==> src/rtl/sram_d_arbiter.sv <==
// Round-robin OBI arbiter sharing one SRAM data port between NUM_REQ requesters.
// An owner-ID FIFO routes each rvalid beat back to the requester that was granted.
module sram_d_arbiter #(
  parameter int NUM_REQ         = 2,
  parameter int MAX_OUTSTANDING = 2,
  parameter int ID_W            = (NUM_REQ > 1) ? $clog2(NUM_REQ) : 1
) (
  input  logic                   clk_i,
  input  logic                   rst_ni,
  input  logic [NUM_REQ-1:0]     req_i,
  output logic [NUM_REQ-1:0]     gnt_o,
  input  logic [NUM_REQ*32-1:0]  addr_i,
  input  logic [NUM_REQ-1:0]     we_i,
  input  logic [NUM_REQ*4-1:0]   be_i,
  input  logic [NUM_REQ*32-1:0]  wdata_i,
  output logic [NUM_REQ-1:0]     rvalid_o,
  output logic [31:0]            rdata_o,
  output logic                   sram_req_o,
  input  logic                   sram_gnt_i,
  output logic [31:0]            sram_addr_o,
  output logic                   sram_we_o,
  output logic [3:0]             sram_be_o,
  output logic [31:0]            sram_wdata_o,
  input  logic                   sram_rvalid_i,
  input  logic [31:0]            sram_rdata_i,
  output logic                   err_o
);

  localparam int PTR_W = (MAX_OUTSTANDING > 1) ? $clog2(MAX_OUTSTANDING) : 1;
  localparam int CNT_W = $clog2(MAX_OUTSTANDING + 1);
  localparam logic [ID_W:0]    NUM_REQ_EXT = (ID_W + 1)'(NUM_REQ);
  localparam logic [ID_W-1:0]  LAST_ID     = ID_W'(NUM_REQ - 1);
  localparam logic [PTR_W-1:0] LAST_PTR    = PTR_W'(MAX_OUTSTANDING - 1);
  localparam logic [CNT_W-1:0] MAX_CNT     = CNT_W'(MAX_OUTSTANDING);

  logic [31:0]      addr_arr  [NUM_REQ];
  logic [3:0]       be_arr    [NUM_REQ];
  logic [31:0]      wdata_arr [NUM_REQ];

  logic [ID_W-1:0]  rr_q;
  logic [ID_W-1:0]  sel;
  logic [ID_W-1:0]  cand;
  logic [ID_W:0]    cand_sum;
  logic             found;

  logic [ID_W-1:0]  fifo_q [MAX_OUTSTANDING];
  logic [PTR_W-1:0] wr_ptr_q;
  logic [PTR_W-1:0] rd_ptr_q;
  logic [CNT_W-1:0] count_q;
  logic [ID_W-1:0]  head;
  logic             err_q;

  logic             any_req;
  logic             can_issue;
  logic             handshake;
  logic             pop;

  for (genvar gi = 0; gi < NUM_REQ; gi++) begin : g_port
    assign addr_arr[gi]  = addr_i[32*gi +: 32];
    assign be_arr[gi]    = be_i[4*gi +: 4];
    assign wdata_arr[gi] = wdata_i[32*gi +: 32];
    assign gnt_o[gi]     = handshake && (sel == ID_W'(gi));
    assign rvalid_o[gi]  = pop && (head == ID_W'(gi));
  end

  // Scan rr_q, rr_q+1, ... (mod NUM_REQ); the first active request wins.
  always_comb begin
    sel      = '0;
    found    = 1'b0;
    cand     = '0;
    cand_sum = '0;
    for (int i = 0; i < NUM_REQ; i++) begin
      cand_sum = {1'b0, rr_q} + (ID_W + 1)'(i);
      if (cand_sum >= NUM_REQ_EXT) begin
        cand_sum = cand_sum - NUM_REQ_EXT;
      end
      cand = cand_sum[ID_W-1:0];
      if (!found && req_i[cand]) begin
        found = 1'b1;
        sel   = cand;
      end
    end
  end

  assign any_req   = |req_i;
  // A response in the same cycle frees a slot, so a full FIFO still accepts.
  assign can_issue = (count_q < MAX_CNT) || sram_rvalid_i;
  assign sram_req_o = any_req && can_issue && rst_ni;
  assign handshake = sram_req_o && sram_gnt_i;
  assign pop       = sram_rvalid_i && (count_q != '0);

  assign sram_addr_o  = any_req ? addr_arr[sel]  : '0;
  assign sram_we_o    = any_req ? we_i[sel]      : 1'b0;
  assign sram_be_o    = any_req ? be_arr[sel]    : '0;
  assign sram_wdata_o = any_req ? wdata_arr[sel] : '0;

  assign head    = fifo_q[rd_ptr_q];
  assign rdata_o = sram_rdata_i;
  assign err_o   = err_q;

  always_ff @(posedge clk_i or negedge rst_ni) begin
    if (!rst_ni) begin
      rr_q     <= '0;
      wr_ptr_q <= '0;
      rd_ptr_q <= '0;
      count_q  <= '0;
      err_q    <= 1'b0;
    end else begin
      if (handshake) begin
        wr_ptr_q <= (wr_ptr_q == LAST_PTR) ? '0 : wr_ptr_q + 1'b1;
        rr_q     <= (sel == LAST_ID) ? '0 : sel + 1'b1;
      end
      if (pop) begin
        rd_ptr_q <= (rd_ptr_q == LAST_PTR) ? '0 : rd_ptr_q + 1'b1;
      end
      if (handshake && !pop) begin
        count_q <= count_q + 1'b1;
      end else if (!handshake && pop) begin
        count_q <= count_q - 1'b1;
      end
      if (sram_rvalid_i && (count_q == '0)) begin
        err_q <= 1'b1;
      end
    end
  end

  // Owner storage needs no reset: entries are only read while count_q > 0.
  always_ff @(posedge clk_i) begin
    if (handshake) begin
      fifo_q[wr_ptr_q] <= sel;
    end
  end

endmodule

==> config.mk <==
export PLATFORM = sky130hd
export DESIGN_NAME = sram_d_arbiter
export DESIGN_NICKNAME = d
export VERILOG_FILES = /design/src/rtl/sram_d_arbiter.sv
export SDC_FILE = /design/constraint.sdc
export NUM_CORES = 1
export LEC_CHECK = 0
export ABC_AREA = 1
export CORE_AREA = 2 2 109 111
export DETAILED_ROUTE_END_ITERATION = 10
export DIE_AREA = 0 0 111 113
export PLACE_DENSITY_LB_ADDON = 0.05
export SLEW_MARGIN = 40
export SYNTH_ARGS = -nofsm -noshare
export SYNTH_HDL_FRONTEND = slang
export SYNTH_SLANG_ARGS = --single-unit
==> constraint.sdc <==
create_clock -name clk_i -period 2.1 [get_ports clk_i]
set_clock_uncertainty 0.2 [all_clocks]
set_input_delay 0.21 -clock clk_i [delete_from_list [all_inputs] [get_ports clk_i]]
set_output_delay 0.21 -clock clk_i [all_outputs]
set_load 0.05 [all_outputs]
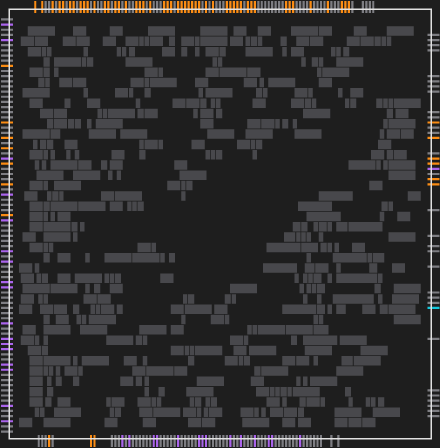
(run_1/io_placement.png)
Pins as bars across the die edge, other pins in grey.
| colour | port | pins | direction | edge |
|---|---|---|---|---|
| cyan | rst_ni | 1 | input | east |
| orange | wdata_i | 64 | input | 48 north, 7 west, 6 east, 3 south |
| purple | sram_addr_o | 32 | output | 17 west, 14 south, 1 east |
all pins by edge: 95 north, 81 west, 70 south, 37 east
width of the die: 111 um
number of port buffers: 218
Die H: 113 um

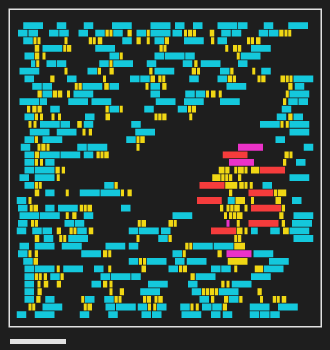
(run_1/placement_by_type.png)
Scale bar: 20 um.
| colour | class | cells |
|---|---|---|
| yellow | combinational and other logic | 250 |
| cyan | remaining buffers and delay cells | 226 |
| magenta | clock drivers and dummy loads | 4 |
| red | sequential cells | 8 |

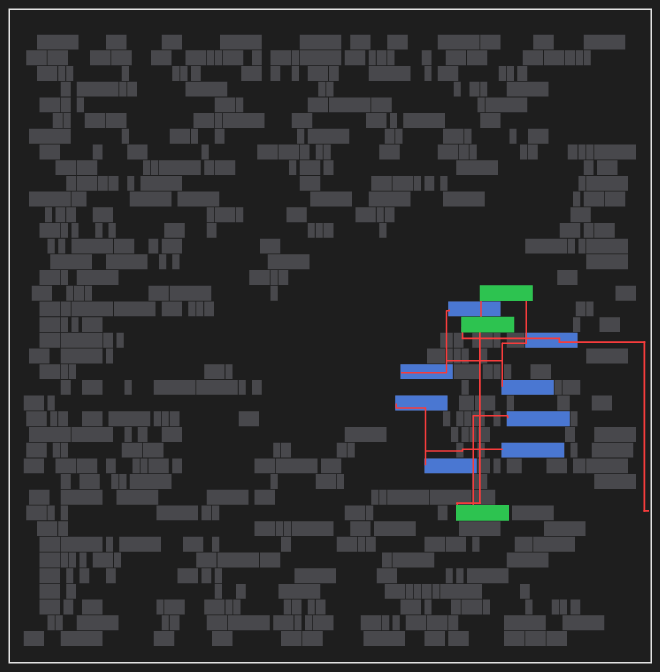
(run_1/clk_routes.png)
[red] clock wires | length: 215 um
[green] clock drivers | count: 3
[blue] flip-flops | count: 8
routed clock nets: 4
flops lie: east
part of the total power dissipated in the clock network: 11.6%
clock latency at the later pin of the worst-skew pair: 0.23 ns
clock group power: 339 uW

==> run 1: area by class of cell <==
cell class | instances | area, um^2
sequential | 8 | 210
clock buffer | 4 | 78.8
timing repair buffer | 226 | 3040
inverter | 12 | 50.0
multi-input combinational | 238 | 1050
tap | 143 | 179
fill | 1114 | 6660
==> run 1: state kept, by name (all words and copies together), names as in the netlist <==
register  flops
rr_q          1
wr_ptr_q      1
rd_ptr_q      1
count_q       2
fifo_q        2
err_o         1
==> run 1: layer usage <==
| metal | up-vias | part of all wire, % | GRT usage (%) |
|---|---|---|---|
| met5 | - | 0 | 0 |
| met3 | 6 | 9.5 | 5.03 |
| li1 | 1310 | - | - |
| met4 | 0 | 0.75 | 3.08 |
| met1 | 1105 | 36 | 13.6 |
| met2 | 119 | 53 | 25.9 |
==> run 1: power groups by stage <==
| stage | clock network [uW] | registers (uW) | logic [uW] |
|---|---|---|---|
| finish | 339 | 243 | 2330 |
| global route | 358 | 249 | 2470 |
| CTS | 346 | 243 | 2360 |
| detailed placement | 0 | 245 | 2360 |
| global placement | 0 | 244 | 2360 |
| floorplan | 0 | 239 | 1310 |
==> run 1: cell families after synthesis <==
kind of cell	share of synthesized area, %
compound gates	1.08
simple gates	58.1
xor+xnor	1.01
flops	12.1
fa+ha+maj	0.723
buf+inv	26.9
==> run 1: worst paths after layout <==
path | endpoint | slack [ns] | cells past startpoint
min in group clk_i | rdata_o[15] | 0.22 | 0
max in group asynchronous | err_o$_DFFE_PN0P_ | 1.49 | 2
worst max-delay path | gnt_o[1] | 0.17 | 6
worst min-delay path | rr_q$_DFFE_PN0N_ | 0.09 | 2
worst min register to register | wr_ptr_q$_DFFE_PN0N_ | 0.27 | 2
worst max register to register | count_q[1]$_DFFE_PN0P_ | 0.49 | 6
==> run summary, run 1 <==
State of the implementation.

- The run finished with clean final reports.
- After clock tree synthesis, the flow added hold-fix buffers numbering 0.
- The number of iterations in the first detailed-routing pass is 4, for reference.
- The first global-routing pass estimated 13400 um of wire.
- In this run the static leakage power is 0.00215 uW.
- Including well taps, the total number of placed cells is 627.
- The most critical min-delay path falls under in -> async.
- Setup slack closes at 0.170 ns.
- STA lists the startpoint of the worst register-to-register path as count_q[0]$_DFFE_PN0P_.
- The average cell area after synthesis is 5.55 um^2, for reference.
- Static timing analysis puts the maximum clock frequency at 0.518 GHz.
- The post-CTS resize count is 0, for reference.
- The post-place instance area is 0.00453 mm^2, for reference.
- The switching fraction of total power is 45.9%, for reference.
- The layout overhead on the synthesized area is 167%, for reference.
- The region available for standard cell placement spans 0.0113 mm^2.
- TritonCTS built the clock tree.
- Registers are responsible for 8.3% of the overall power.
- By area the synthesized netlist is led by sky130_fd_sc_hd__nand2_1 32%, sky130_fd_sc_hd__nand3_1 20%, sky130_fd_sc_hd__buf_4 16%.
- By instance count after routing, the leading logic cell types are 147 x sky130_fd_sc_hd__nand2_1, 143 x sky130_fd_sc_hd__clkdlybuf4s50_1, 79 x sky130_fd_sc_hd__buf_12.
- The clock-pin slew of the registers on the worst-case setup and hold paths is 0.04 ns, for reference.
- The number of synthesized register bits is 8, for reference.
- The worst hold slack across all endpoints is 0.0881 ns, for reference.
- The number of antenna repair diodes is 0, for reference.
- Summing over the stages, the warning tally comes to 26.
- Pins over their slew limit in the final report were tallied at 0.
- The number of antenna violations at the first check in global routing is 0.
- In the finished design, the share of the clock period the worst path needs comes to 91.9%.
- The number of nets handed over by synthesis was 489.
- The internal cell power is 1580 uW, for reference.
- The maximum single-stage delay on the critical path is 0.58 ns, for reference.
- Adding up every negative setup slack in the final design gives 0 ns.
- The smallest clock period supported by the final layout is computed as 1.93 ns.
- The floorplan core density is 15.4%, for reference.
- The most prevalent standard cell on the critical path is sky130_fd_sc_hd__nor2_1, for reference.
- In this run, distinct cell masters in the synthesized netlist total 24.
- The area enclosed by the die boundary is 0.0125 mm^2, for reference.
- For this run, asynchronously set or reset flops after synthesis account for 75.0%.
- The worst setup path is launched from an input port.
- The cell area that synthesis handed to floorplanning was 0.00173 mm^2.
- The design draws 2910 uW.
- The fraction of the yosys area taken by sequential cells is 12.1%, for reference.
- The post-route DRC violation count is 0, for reference.
- The number of global-route vias before repair is 2599.
- The cell count after synthesis came out at 312.
- Max-cap violations in this run came to 0.
- The switching component of the power was reported as 1340 uW.
- The final global-route overflow total is 0, for reference.
- Per the post-route antenna check, the number of violating nets is 0.
- Looking at the clock tree report, the root buffer type is sky130_fd_sc_hd__clkbuf_16.
- The highest net fanout along the worst path is 3, for reference.
- The kind of cell adding the most delay to the critical path is buffers and inverters, for reference.
- Clock tree synthesis inserted a total of 3 buffers.
- The layout summary lists the proportion of cells stronger than drive strength 1 as 19.3%.
- Setup repair after global routing left no endpoint under its margin.
- The maximum number of pins on one net before global-route repair is 63, for reference.
- In this run the biggest area consumer among cell types represents 31.9% of the synthesized area.
- According to the Yosys statistics, the synthesized design has a chip area of 0.00173 mm^2.
- The clock tree has to reach 8 sinks.
- The final core utilization is 40.9%, for reference.
- The cell type with the highest aggregate area in the netlist is sky130_fd_sc_hd__nand2_1, for reference.
- The transition time at the pin with the least slew margin is 0.489 ns, for reference.
- Yosys mapped a number of flops with a built-in enable equal to 2.
- The detailed router reported a total wirelength of 8800 um.
- The cell with the largest stage delay on the worst path is sky130_fd_sc_hd__clkdlybuf4s50_1, for reference.
- Per report_power, the combinational group accounts for 80.0% of the total.
- Overall routing resource usage recorded by global route was 13.4%.
- The OpenROAD report gives the critical path a required time of 1.69 ns.
- The Yosys warning count is 0, for reference.
- Counting endpoints that fail hold in the final report gives 0.
- The finished design was reported to have a net count of 666.
- The type of destination of the critical path is a primary output, for reference.
==> run 2: changes to the inputs <==
--- a/config.mk
+++ b/config.mk
@@ -6,7 +6,9 @@
 export NUM_CORES = 1
 export LEC_CHECK = 0
 export ABC_AREA = 1
+export ABC_CLOCK_PERIOD_IN_PS = 2100
 export CORE_AREA = 2 2 109 111
+export CTS_CLUSTER_DIAMETER = 50
 export DETAILED_ROUTE_END_ITERATION = 10
 export DIE_AREA = 0 0 111 113
 export PLACE_DENSITY_LB_ADDON = 0.05
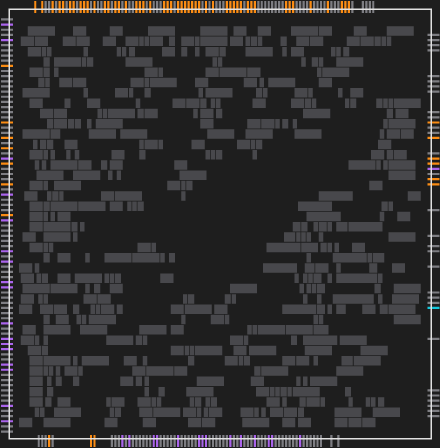
(run_2/io_placement.png)
Pins as bars across the die edge, other pins in grey.
| colour | port | pins | direction | edge |
|---|---|---|---|---|
| cyan | rst_ni | 1 | input | east |
| purple | sram_addr_o | 32 | output | 17 west, 14 south, 1 east |
| orange | wdata_i | 64 | input | 48 north, 7 west, 6 east, 3 south |
all pins by edge: 95 north, 81 west, 70 south, 37 east

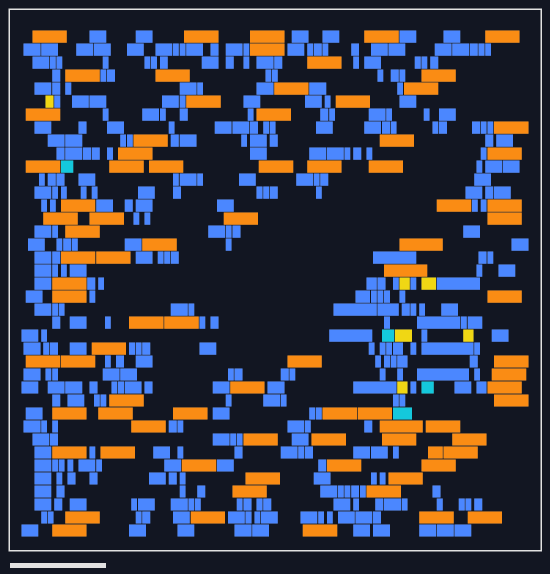
(run_2/sizes.png)
Scale bar: 20 um.
| colour | size | cells | share |
|---|---|---|---|
| orange | _6 and larger | 84 | 17% |
| cyan | _3 and _4 cells | 4 | 0.82% |
| blue | _0 and _1 cells | 394 | 81% |
| yellow | _2 cells | 6 | 1.2% |
total non-filler cell area in the finished layout: 0.00461 mm^2
area overhead of the layout relative to synthesis: 167%

==> run summary, run 2 <==
State of the implementation.

- The floorplan net count was 489 (unchanged).
- The number of max-slew violations in the final report is 0 (unchanged), for reference.
- The chip height was 113 um (unchanged).
- The timing-limited maximum frequency is 0.518 GHz (unchanged), for reference.
- Setup repair after global routing left no endpoint under its margin.
- The post-CTS resize count is 0 (unchanged), for reference.
- The highest net fanout along the worst path is 3 (unchanged), for reference.
- The total length of routed wires was 8800 um (unchanged).
- The dominant combinational cell family by area after synthesis is simple AND/OR/NAND/NOR gates, for reference.
- The parity-gate share of the synthesized area counting xor and xnor cells is 1.01% (unchanged), for reference.
- The startpoint class of the critical path is an input port, for reference.
- The met2 global-route usage came to 25.9% (unchanged).
- The type of destination of the critical path is a primary output, for reference.
- The fraction of the yosys area taken by sequential cells is 12.1% (unchanged), for reference.
- The number of clock sinks was 8 (unchanged).
- The average cell area after synthesis came to 5.55 um^2 (unchanged).
- The area taken by flip-flops and latches is 210 um^2 (unchanged), for reference.
- The synthesized netlist cell count is 312 (unchanged), for reference.
- The launch point of the worst register-to-register path is recorded as count_q[0]$_DFFE_PN0P_.
- The final hold violation count is 0 (unchanged), for reference.
- The registers reported with the highest flop counts are count_q x2, fifo_q x2.
- The global-route met1 utilization came to 13.6% (unchanged).
- The Yosys warning count came to 0 (unchanged).
- The leakage dissipation is 0.00215 uW (unchanged), for reference.
- The minimum period implied by the final worst setup slack is 1.93 ns (unchanged), for reference.
- In the layout the commonest cells are 147 x sky130_fd_sc_hd__nand2_1, 143 x sky130_fd_sc_hd__clkdlybuf4s50_1, 79 x sky130_fd_sc_hd__buf_12.
- The clock-pin slew of the registers on the worst-case setup and hold paths is 0.04 ns (about the same), for reference.
- The wire length of the first global-routing pass is 13400 um (unchanged).
- The post-synthesis instance area came to 0.00173 mm^2 (unchanged).
- Summed over all instances, the cell type with the most area after synthesis is sky130_fd_sc_hd__nand2_1.
- The proportion of netlist area held by the largest area contributor is 31.9% (unchanged), for reference.
- The maximum number of pins on one net before global-route repair is 63 (unchanged), for reference.
- The clock tree from TritonCTS is built, for reference.
- The residual antenna-violating net count after detailed routing is 0 (unchanged).
- The fraction of synthesis flops using an asynchronous set or reset pin is 75.0% (unchanged), for reference.
- The number of placement rows is 39, for reference.
- The latest clock arrival within the worst-skew pair is 0.23 ns (about the same), for reference.
- The number of global-route vias before repair is 2599 (unchanged), for reference.
- The clock buffer count from CTS is 3 (unchanged).
- The worst setup margin is 0.170 ns (unchanged).
- The number of antenna violations at the first check in global routing is 0 (unchanged), for reference.
- The post-route DRC violation count is 0 (unchanged), for reference.
- The portion of netlist area occupied by mux cells is 0% (unchanged), for reference.
- The final global-route overflow total is 0 (unchanged), for reference.
- The post-cts hold buffer count is 0 (unchanged), for reference.
- The logic area is 0.00105 mm^2 (unchanged), for reference.
- The transition time at the pin with the least slew margin is 0.489 ns (unchanged), for reference.
- The type of the most critical hold path is in -> async, for reference.
- The root buffer cell is sky130_fd_sc_hd__clkbuf_16, for reference.
- The sum of met2 wire segment lengths after detailed routing is 4710 um (unchanged), for reference.
- The area fraction in compound gates is 1.08% (unchanged), for reference.
- The count of buffers from port buffering was 218 (unchanged).
- The number of inserted filler cells in the final layout is 1114 (unchanged).
- The global-route track usage on met3 is 5.03% (unchanged), for reference.
- The net count of the finished layout is 666 (unchanged), for reference.
- The number of synthesized register bits is 8 (unchanged), for reference.
- The die outline width is 111 um (unchanged), for reference.
- By area the synthesized netlist is led by sky130_fd_sc_hd__nand2_1 32%, sky130_fd_sc_hd__nand3_1 20%, sky130_fd_sc_hd__buf_4 16%.
- The ratio of final minimum period to clock period is 91.9% (unchanged), for reference.
- The run finished with clean final reports.
- The area enclosed by the die boundary is 0.0125 mm^2 (unchanged), for reference.
- The number of antenna repair diodes is 0 (unchanged), for reference.
- The setup TNS is 0 ns (unchanged), for reference.
- The count of max-cap constraint violations is 0 (unchanged).
- For the worst reg-to-reg path, the endpoint reported by OpenROAD is count_q[1]$_DFFE_PN0P_.
- The area fraction in and, or, nand and nor cells after synthesis came to 58.1% (unchanged).
- The met1 layer wirelength in the final routing is 3190 um (unchanged), for reference.
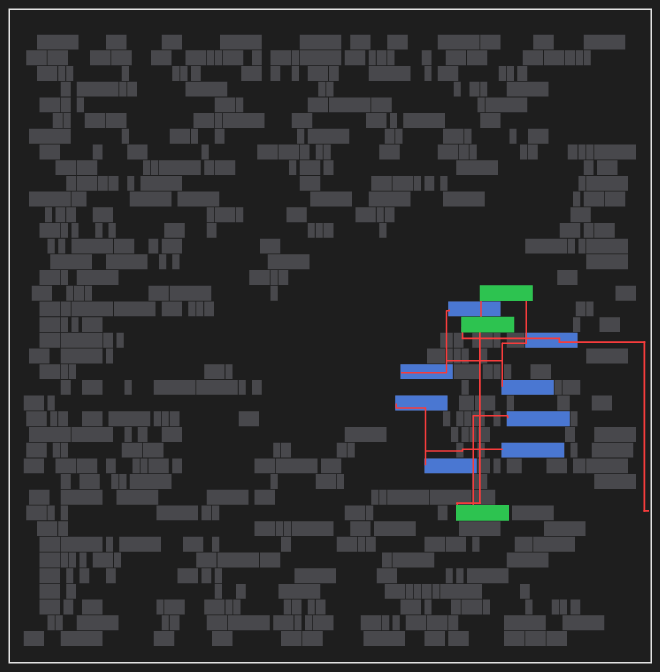
(run_2/clk_routes.png)
[green] clock drivers | count: 3
[blue] flip-flops | count: 8
[red] clock wires | length: 215 um
routed clock nets: 4

-- run 2: cell counts in the layout (fill, tap and decap cells not counted) --
Identical to the previous run, type by type.
-- run 2: through the flow --
step | util [%] | hold WS [ns] | power (uW) | instances | instance area (um^2)
2_1_floorplan | - | -0.286 | 1550 | 312 | 1730
3_3_place_gp | 40.2 | 0.220 | 2600 | 627 | 4530
3_5_place_dp | 40.2 | 0.220 | 2600 | 627 | 4530
4_1_cts | 40.9 | 0.0926 | 2950 | 631 | 4610
5_1_grt | 40.9 | 0.109 | 3080 | 631 | 4610
6_report | 40.9 | 0.0881 | 2910 | 631 | 4610
-- run 2: worst max path at each step --
stage | slack [ns] | to | depth (start not counted)
2_1_floorplan | 0.25 | rvalid_o[0] | 3
6_report | 0.17 | gnt_o[1] | 6
3_5_place_dp | 0.05 | count_q[1]$_DFFE_PN0P_ | 9
5_1_grt | 0.07 | gnt_o[1] | 6
3_3_place_gp | 0.06 | count_q[1]$_DFFE_PN0P_ | 9
4_1_cts | 0.15 | gnt_o[1] | 6
-- run 2: worst max-delay path: stages --
cell	delay, ns
sky130_fd_sc_hd__clkdlybuf4s50_1	0.58
sky130_fd_sc_hd__nor2_1	0.10
sky130_fd_sc_hd__nor2_2	0.14
sky130_fd_sc_hd__nand3_2	0.10
sky130_fd_sc_hd__nor2_1	0.22
sky130_fd_sc_hd__buf_12	0.17
-- run 2: final cells by class --
class / instances / share of cell area (%)
timing repair buffer: 226 / 65.9
inverter: 12 / 1.08
multi-input combinational: 238 / 22.9
tap: 143 / 3.88
sequential: 8 / 4.56
clock buffer: 4 / 1.71
-- run 2: power by group --
group / switching, uW / internal (uW)
registers: 30.2 / 213
logic: 1220 / 1110
clock network: 85.2 / 254
total: 1340 / 1580
Power and IR drop assume default switching activity.
